Figure 1. Routed metal, one colour a layer (run 1).
(3 px per µm) Only two layers are drawn.
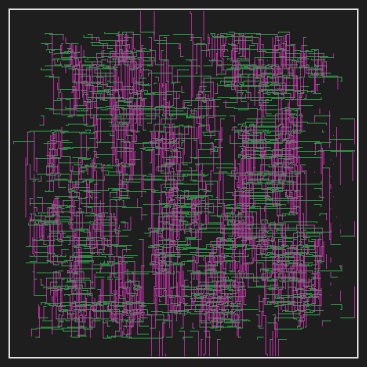
Figure 2. Placed standard cells (run 1).
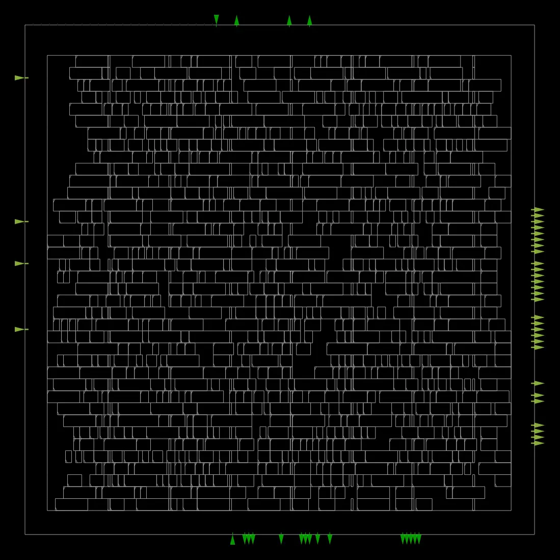
Figure 3. Metal 2 (run 1).
(3 px per µm) Cells faint in the background.
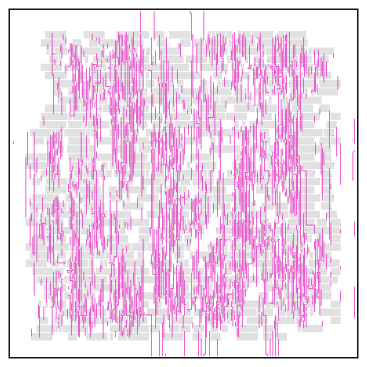
Figure 4. Layout detail (run 1).
Window x 38 to 78, y 38 to 78 µm. Cells in grey, sequential cells in the stronger grey; small squares are vias.
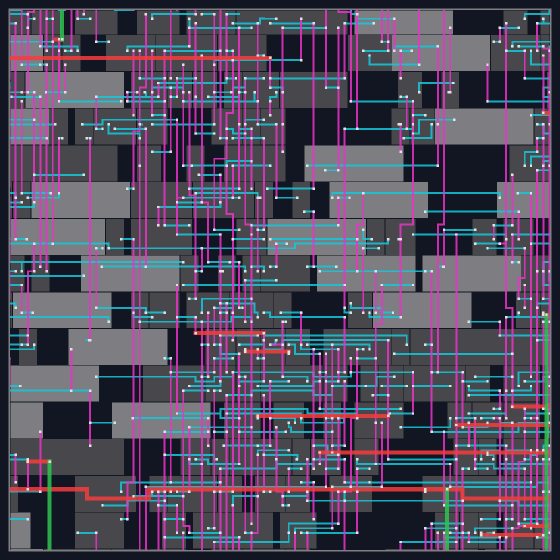
`src/rtl/key_counter_display_if.sv`:
```
// Pushbutton inputs and display/counter outputs of the key counter.
interface key_counter_display_if #(
    parameter int DIGITS = 4
);
    logic [3:0]          KEY;
    logic [7*DIGITS-1:0] HEX;
    logic [4*DIGITS-1:0] COUNT;
    logic                WRAP;

    modport master (output KEY, input HEX, COUNT, WRAP);
    modport slave  (input KEY, output HEX, COUNT, WRAP);
endinterface

```
`src/rtl/key_counter_display.sv`:
```
// Debounced four-key up/down BCD or hex counter driving active-low seven-segment digits.
module key_counter_display #(
    parameter int DIGITS          = 4,
    parameter int HEX_MODE        = 0,
    parameter int DEBOUNCE_CYCLES = 1000000,
    parameter int BLANK_LZ        = 1
) (
    input  logic                  CLOCK_50,
    input  logic                  reset,
    key_counter_display_if.slave  bus
);

    localparam int             CW       = $clog2(DEBOUNCE_CYCLES);
    localparam logic [CW-1:0]  DB_LAST  = CW'(DEBOUNCE_CYCLES - 1);
    localparam logic [3:0]     LIMIT    = (HEX_MODE != 0) ? 4'hF : 4'h9;
    localparam logic [6:0]     SEG_ZERO = 7'b0000001;
    localparam logic [6:0]     SEG_BLNK = 7'b1111111;
    localparam logic [6:0]     UPPER_RST = (BLANK_LZ != 0) ? SEG_BLNK : SEG_ZERO;

    logic [3:0]          sync1_q, sync1_d, sync2_q, sync2_d;
    logic [3:0]          level_q, level_d, press_q, press_d;
    logic [CW-1:0]       db_cnt_q [4];
    logic [CW-1:0]       db_cnt_d [4];
    logic [4*DIGITS-1:0] count_q, count_d, inc_val, dec_val;
    logic                wrap_q, wrap_d, inc_wrap, dec_wrap;
    logic                disp_en_q, disp_en_d;
    logic [7*DIGITS-1:0] hex_q, hex_d;

    function automatic logic [6:0] seg7(input logic [3:0] v);
        case (v)
            4'h0: seg7 = 7'b0000001;
            4'h1: seg7 = 7'b1001111;
            4'h2: seg7 = 7'b0010010;
            4'h3: seg7 = 7'b0000110;
            4'h4: seg7 = 7'b1001100;
            4'h5: seg7 = 7'b0100100;
            4'h6: seg7 = 7'b0100000;
            4'h7: seg7 = 7'b0001111;
            4'h8: seg7 = 7'b0000000;
            4'h9: seg7 = 7'b0000100;
            4'hA: seg7 = 7'b0001000;
            4'hB: seg7 = 7'b1100000;
            4'hC: seg7 = 7'b0110001;
            4'hD: seg7 = 7'b1000010;
            4'hE: seg7 = 7'b0110000;
            default: seg7 = 7'b0111000;
        endcase
    endfunction

    always_comb begin
        sync1_d = bus.KEY;
        sync2_d = sync1_q;
    end

    // A level change is accepted on the DEBOUNCE_CYCLES-th consecutive differing sample.
    always_comb begin
        level_d = level_q;
        press_d = '0;
        for (int k = 0; k < 4; k++) begin
            db_cnt_d[k] = db_cnt_q[k];
            if (sync2_q[k] == level_q[k]) begin
                db_cnt_d[k] = '0;
            end else if (db_cnt_q[k] == DB_LAST) begin
                db_cnt_d[k] = '0;
                level_d[k]  = sync2_q[k];
                press_d[k]  = ~sync2_q[k];
            end else begin
                db_cnt_d[k] = db_cnt_q[k] + 1'b1;
            end
        end
    end

    always_comb begin
        logic       carry;
        logic       borrow;
        logic [3:0] nib;
        inc_val = count_q;
        dec_val = count_q;
        carry   = 1'b1;
        borrow  = 1'b1;
        nib     = '0;
        for (int i = 0; i < DIGITS; i++) begin
            nib = count_q[4*i +: 4];
            if (carry) begin
                if (nib == LIMIT) begin
                    inc_val[4*i +: 4] = 4'h0;
                end else begin
                    inc_val[4*i +: 4] = nib + 4'h1;
                    carry = 1'b0;
                end
            end
            if (borrow) begin
                if (nib == 4'h0) begin
                    dec_val[4*i +: 4] = LIMIT;
                end else begin
                    dec_val[4*i +: 4] = nib - 4'h1;
                    borrow = 1'b0;
                end
            end
        end
        inc_wrap = carry;
        dec_wrap = borrow;
    end

    always_comb begin
        count_d   = count_q;
        wrap_d    = 1'b0;
        disp_en_d = disp_en_q ^ press_q[3];
        if (press_q[2]) begin
            count_d = '0;
        end else if (press_q[0] && press_q[1]) begin
            count_d = count_q;
        end else if (press_q[0]) begin
            count_d = inc_val;
            wrap_d  = inc_wrap;
        end else if (press_q[1]) begin
            count_d = dec_val;
            wrap_d  = dec_wrap;
        end
    end

    // Scan from the top digit so higher_zero covers this digit and everything above it.
    always_comb begin
        logic       higher_zero;
        logic [3:0] nib;
        hex_d       = '1;
        higher_zero = 1'b1;
        nib         = '0;
        for (int i = DIGITS - 1; i >= 0; i--) begin
            nib         = count_q[4*i +: 4];
            higher_zero = higher_zero && (nib == 4'h0);
            if (!disp_en_q)
                hex_d[7*i +: 7] = SEG_BLNK;
            else if ((BLANK_LZ != 0) && (i > 0) && higher_zero)
                hex_d[7*i +: 7] = SEG_BLNK;
            else
                hex_d[7*i +: 7] = seg7(nib);
        end
    end

    always_ff @(posedge CLOCK_50) begin
        if (reset) begin
            sync1_q   <= 4'hF;
            sync2_q   <= 4'hF;
            level_q   <= 4'hF;
            press_q   <= '0;
            for (int k = 0; k < 4; k++) db_cnt_q[k] <= '0;
            count_q   <= '0;
            wrap_q    <= 1'b0;
            disp_en_q <= 1'b1;
            for (int i = 0; i < DIGITS; i++)
                hex_q[7*i +: 7] <= (i == 0) ? SEG_ZERO : UPPER_RST;
        end else begin
            sync1_q   <= sync1_d;
            sync2_q   <= sync2_d;
            level_q   <= level_d;
            press_q   <= press_d;
            for (int k = 0; k < 4; k++) db_cnt_q[k] <= db_cnt_d[k];
            count_q   <= count_d;
            wrap_q    <= wrap_d;
            disp_en_q <= disp_en_d;
            hex_q     <= hex_d;
        end
    end

    assign bus.HEX   = hex_q;
    assign bus.COUNT = count_q;
    assign bus.WRAP  = wrap_q;

endmodule

```
`src/flat_wrapper.sv`:
```
// flat-port wrapper written by rule: the top's interface ports become plain ports
module key_counter_display_flat 
#(
    parameter int DIGITS          = 4,
    parameter int HEX_MODE        = 0,
    parameter int DEBOUNCE_CYCLES = 1000000,
    parameter int BLANK_LZ        = 1
)
  (CLOCK_50, reset, bus_KEY, bus_HEX, bus_COUNT, bus_WRAP);
  key_counter_display_if #(.DIGITS(DIGITS)) bus_i ();
  input  logic CLOCK_50;
  input  logic reset;
  input wire logic [$bits(bus_i.KEY)-1:0] bus_KEY;
  output wire logic [$bits(bus_i.HEX)-1:0] bus_HEX;
  output wire logic [$bits(bus_i.COUNT)-1:0] bus_COUNT;
  output wire logic [$bits(bus_i.WRAP)-1:0] bus_WRAP;
  assign bus_i.KEY = bus_KEY;
  assign bus_HEX = bus_i.HEX;
  assign bus_COUNT = bus_i.COUNT;
  assign bus_WRAP = bus_i.WRAP;
  key_counter_display #(.DIGITS(DIGITS), .HEX_MODE(HEX_MODE), .DEBOUNCE_CYCLES(DEBOUNCE_CYCLES), .BLANK_LZ(BLANK_LZ)) u_core (.CLOCK_50(CLOCK_50), .reset(reset), .bus(bus_i));
endmodule
```
`config.mk`:
```
export PLATFORM = sky130hd
export DESIGN_NAME = key_counter_display_flat
export DESIGN_NICKNAME = d
export VERILOG_FILES = /design/src/rtl/key_counter_display_if.sv /design/src/rtl/key_counter_display.sv /design/src/flat_wrapper.sv
export SDC_FILE = /design/constraint.sdc
export NUM_CORES = 1
export LEC_CHECK = 0
export CAP_MARGIN = 20
export CORE_MARGIN = 5
export CORE_UTILIZATION = 63
export DETAILED_ROUTE_END_ITERATION = 12
export GPL_TIMING_DRIVEN = 0
export PLACE_DENSITY = 0.85
export SLEW_MARGIN = 20
export SYNTH_ARGS = -nofsm -noshare
export SYNTH_HDL_FRONTEND = slang
export SYNTH_SLANG_ARGS = --single-unit
```
`constraint.sdc`:
```
create_clock -name CLOCK_50 -period 3.7 [get_ports CLOCK_50]
set_input_delay 0.925 -clock CLOCK_50 [delete_from_list [all_inputs] [get_ports CLOCK_50]]
set_output_delay 0.925 -clock CLOCK_50 [all_outputs]
set_load 0.02 [all_outputs]
```
==> impl_metrics.ini, run 1 <==
; yosys + openroad results
[grt]
use_met1 = 0.2803
top_usage_layer = met2
antenna_found_initial = 0
grt-ovfl-total = 0
first_global_vias = 5887
grtUsageTotal = 0.2417
use_met3 = 0.06580

[yosys]
synth_area_mm2 = 0.007039
synth-area-yosys_mm2 = 0.007039
yosysTopAreaCell = dfxtp_1
simple_gate_share = 0.2439
mux_area_frac = 0.01315
ys_sh_adder = 0.05866
synth-async-reset-ratio = 0
top_cell = dfxtp_1
ys_cells = 809
ys_top_cells_by_area = dfxtp_1 (42%), nor2_1 (6.5%), ha_1 (5.9%)
ff_type = dfxtp_1
postSynthCellCount = 809
ys_types = 61
top_area_frac = 0.4237
synthAoiAreaFrac = 0.1264
syn_area_per_cell_um2 = 8.701
ys_seq_share = 0.4237
synth_flop_count = 149
synth.logic.top_family = simple AND/OR/NAND/NOR gates

[drt]
totalWireLength_um = 15320
avgViaCountPerCell = 5.804
drt_iter0_drc = 431
drt_first_pass_iters = 5

[final_timing]
finClkSkew_ns = 0.006652
maxSlewViolCount = 0
worstMarginPinSlew_ns = 0.8162
holdWs_ns = 0.4036
setup_tns_ns = 0
layout_min_cycle_time_ns = 3.050
finalSetupViolCount = 0
rsz0062_at_grt = no

[power_and_ir_drop]
top_power_group = the clock network
power_frac_seq = 0.493
powerComb_uw = 33.7
ir_drop_uv = 621.0
powerDensity_mw_per_mm2 = 395.2
internal_power_mw = 2.624
p_leak_nw = 2.917
clockPowerShare = 0.496
sw_frac_of_total = 0.1979
powerSeq_mw = 1.61
power_frac_comb = 0.010

[clock_tree]
post_cts_resized = 0
cts_tree = yes
postCtsHoldBufs = 0
clkLatencyLatePin_ns = 0.53
cts_buffer_depth = 2
cts_root_buf = clkbuf_8
cts_num_sinks = 149

[setup_path]
r2r_slack_ns = 0.65
worstPathMaxFanout = 10
critical_path_arrival_ns = 3.45
crit_required_ns = 4.10
critical_path_class = reg -> reg
end_kind = flop
r2r_cells = 8

[final_layout]
layout_top_cell = dfxtp_1
nets = 917
regArea_mm2 = 0.002983
signal_buffers = 85
drive_above_1_share = 0.07191
largest_class = combinational gates
comb_share = 0.4573
clkCellAreaFrac = 0.06816
syn2layout_area_growth_pct = 17.61
layout.cells.non_filler = 1030
diodes = 0
sh_seq_area = 0.3603
bufAreaShareNonClock = 0.07813

[min_path]
hold_path_depth = 1
hp-class = reg -> reg
min_from = u_core.sync1_q[0]

[floorplan]
die-area_mm2 = 0.01339
chipHeight_um = 115.7

[placement]
placed_area_mm2 = 0.007715
place_hpwl_um = 11000
gp_congestion = 0.8867

[flow_run]
warnings = 48
maxCapViolations = 0

[run_status]
outcome = complete, no violations
-- Figure 1 (at the start) --
- green: metal 1 (wire length 6490 µm)
- magenta: metal 2 (wire length 7720 µm)

-- Figure 2 (at the start) --
Core Region: 0.01089 mm²
fill count: 790
fin util: 0.7604
row cnt: 38
flip-flops: 149

-- Figure 3 (at the start) --
- main direction: vertical
- nets with wire on the layer: 779
- longest straight run: 34.7 µm

-- Figure 4 (at the start) --
- magenta: metal 2
- cyan: metal 1
- green: metal 4
- red: metal 3
- sequential cells in the window: 18
- cells with their middle in the window: 132
- most frequent: dfxtp_1 (18), inv_1 (13), a21oi_1 (13)
- netlist names of flops here include: u_core.bus.COUNT (6), u_core.bus.HEX (3), u_core.press_q (3)

-- run 1: registers in the layout, summed over array words and instances (netlist names), named ones only --
register          cells
u_core.level_q        4
u_core.bus.HEX       28
u_core.bus.WRAP       1
u_core.sync2_q        4
u_core.bus.COUNT     16
u_core.db_cnt_q      80
u_core.sync1_q        4
u_core.disp_en_q      1
u_core.press_q        4
-- run 1: worst max-delay path, cell delays in order, from the launching register on --
cell and delay (ns):
dfxtp_1 0.54, inv_1 0.11, ha_1 0.28, or4b_4 0.26
a21oi_1 0.07, o21ai_0 0.66, inv_1 0.21, ha_1 0.32
mux4_2 0.47
-- run 1: per-layer routing --
layer  vias to the layer above  share of wire
li1                       2955              -
met1                      2807           0.42
met2                       180           0.50
met3                        36          0.053
met4                         0          0.020
met5                         -              0
Figure 5. I/O pins on the die edge (run 1).
(4 px per µm) Pins as bars across the die edge, other pins in grey.
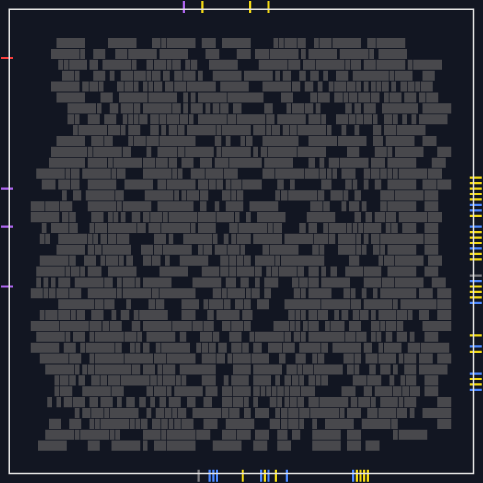

==> run 2: changes to the inputs <==
Settings changed: CORE_UTILIZATION 63 to 59, PLACE_DENSITY 0.85 to 0.8.
Clock period 3.7 ns to 3 ns, I/O delays scaled along.
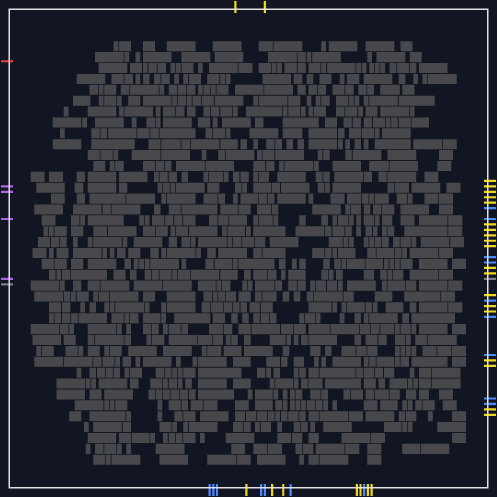
Figure 6: run 2, I/O pins on the die edge.
(4 px per µm) Pins as bars across the die edge, other pins in grey.
- red: CLOCK_50 (pins 1; direction input; edge left)
- yellow: bus_HEX (pins 28; direction output; edge 19 right, 7 bottom, 2 top)
- blue: bus_COUNT (pins 16; direction output; edge 9 right, 7 bottom)
- purple: bus_KEY (pins 4; direction input; edge left)
- all pins by edge: 29 right, 14 bottom, 6 left, 2 top

==> run 2 against run 1 <==
  * Sequential power is 24% higher
  * Global-route usage is 2.9 points lower
  * Highest routed layer unchanged
  * Final cell count is 0.29% higher
==> impl_metrics.ini, run 2 <==
; yosys + openroad results
[power_and_ir_drop]
power_frac_seq = 0.466
powerComb_uw = 41.8
ir_drop_uv = 387.3
sw_frac_of_total = 0.1871
top_power_group = the clock network
clockPowerShare = 0.524
p_leak_nw = 2.953
power_frac_comb = 0.010

[yosys]
synth.logic.top_family = simple AND/OR/NAND/NOR gates
mux_area_frac = 0.01315
top_area_frac = 0.4237
top_cell = dfxtp_1
ys_types = 61
simple_gate_share = 0.2439
ys_top_cells_by_area = dfxtp_1 (42%), nor2_1 (6.5%), ha_1 (5.9%)
synth_area_mm2 = 0.007039
syn_area_per_cell_um2 = 8.701
synth-area-yosys_mm2 = 0.007039
synth_flop_count = 149
ff_type = dfxtp_1
ys_seq_share = 0.4237
ys_cells = 809
yosysTopAreaCell = dfxtp_1
postSynthCellCount = 809
synth-async-reset-ratio = 0
ys_sh_adder = 0.05866

[grt]
grt-ovfl-total = 0
first_global_vias = 5524
grtUsageTotal = 0.2130

[final_timing]
rsz0062_at_grt = no
maxSlewViolCount = 0
holdWs_ns = 0.4081
finalSetupViolCount = 0
layout_min_cycle_time_ns = 2.797
setup_tns_ns = 0
finClkSkew_ns = 0.009034
worstMarginPinSlew_ns = 0.6995

[setup_path]
end_kind = flop
critical_path_class = reg -> reg
path_depth = 8
crit_chain = inv_1, ha_1, or4b_4, a21oi_1, o21ai_1, inv_1, ha_1, mux4_2
worstPathMaxFanout = 10
crit_required_ns = 3.30
r2r_cells = 8
slowest_delay_ns = 0.52

[placement]
dp_cells = 1002
placed_area_mm2 = 0.007719
gp_congestion = 0.9061

[floorplan]
chipHeight_um = 119.2
num_tap_cells = 143
rows = 39
io_pins = 51

[final_layout]
diodes = 0
final_util = 0.7222
layout.cells.non_filler = 1033
layout_top_cell = dfxtp_1
flops = 149
top_register = u_core.db_cnt_q
comb_share = 0.4533
fillers = 848
regArea_mm2 = 0.002983
largest_class = combinational gates
clkCellAreaFrac = 0.07581
bufAreaShareNonClock = 0.07745
nClkBuffers = 22
nets = 917
largest_reg_flops = 80
signal_buffers = 85
drive_above_1_share = 0.07191

[min_path]
hp-class = reg -> reg

[drt]
postRouteAntennaNets = 0
totalWireLength_um = 14780
avgViaCountPerCell = 5.690
drt_first_pass_iters = 8

[clock_tree]
cts_root_buf = clkbuf_16
post_cts_resized = 1
cts_buffer_depth = 2
cts_num_sinks = 149

[run_status]
outcome = complete, no violations

[flow_run]
warnings = 48
maxCapViolations = 0
## run 2: worst min-delay path by stage
| stage | start | to | slack (ns) | depth (start not counted) |
|---|---|---|---|---|
| floorplan | u_core.sync1_q[0] | u_core.sync2_q[0] | 0.39 | 1 |
| global placement | u_core.sync1_q[3] | u_core.sync2_q[3] | 0.39 | 1 |
| detailed placement | u_core.sync1_q[0] | u_core.sync2_q[0] | 0.40 | 1 |
| CTS | u_core.sync1_q[0] | u_core.sync2_q[0] | 0.41 | 1 |
| global route | u_core.sync1_q[3] | u_core.sync2_q[3] | 0.43 | 1 |
| finish | u_core.sync1_q[0] | u_core.sync2_q[0] | 0.41 | 1 |
## run 2: per-layer routing
layer	share of wire	GRT usage
met5	0	0
met4	0.016	0.06807
met1	0.45	0.2601
met2	0.49	0.3659
met3	0.051	0.05687
No activity file was given, so power comes from the tool's default toggle rates.
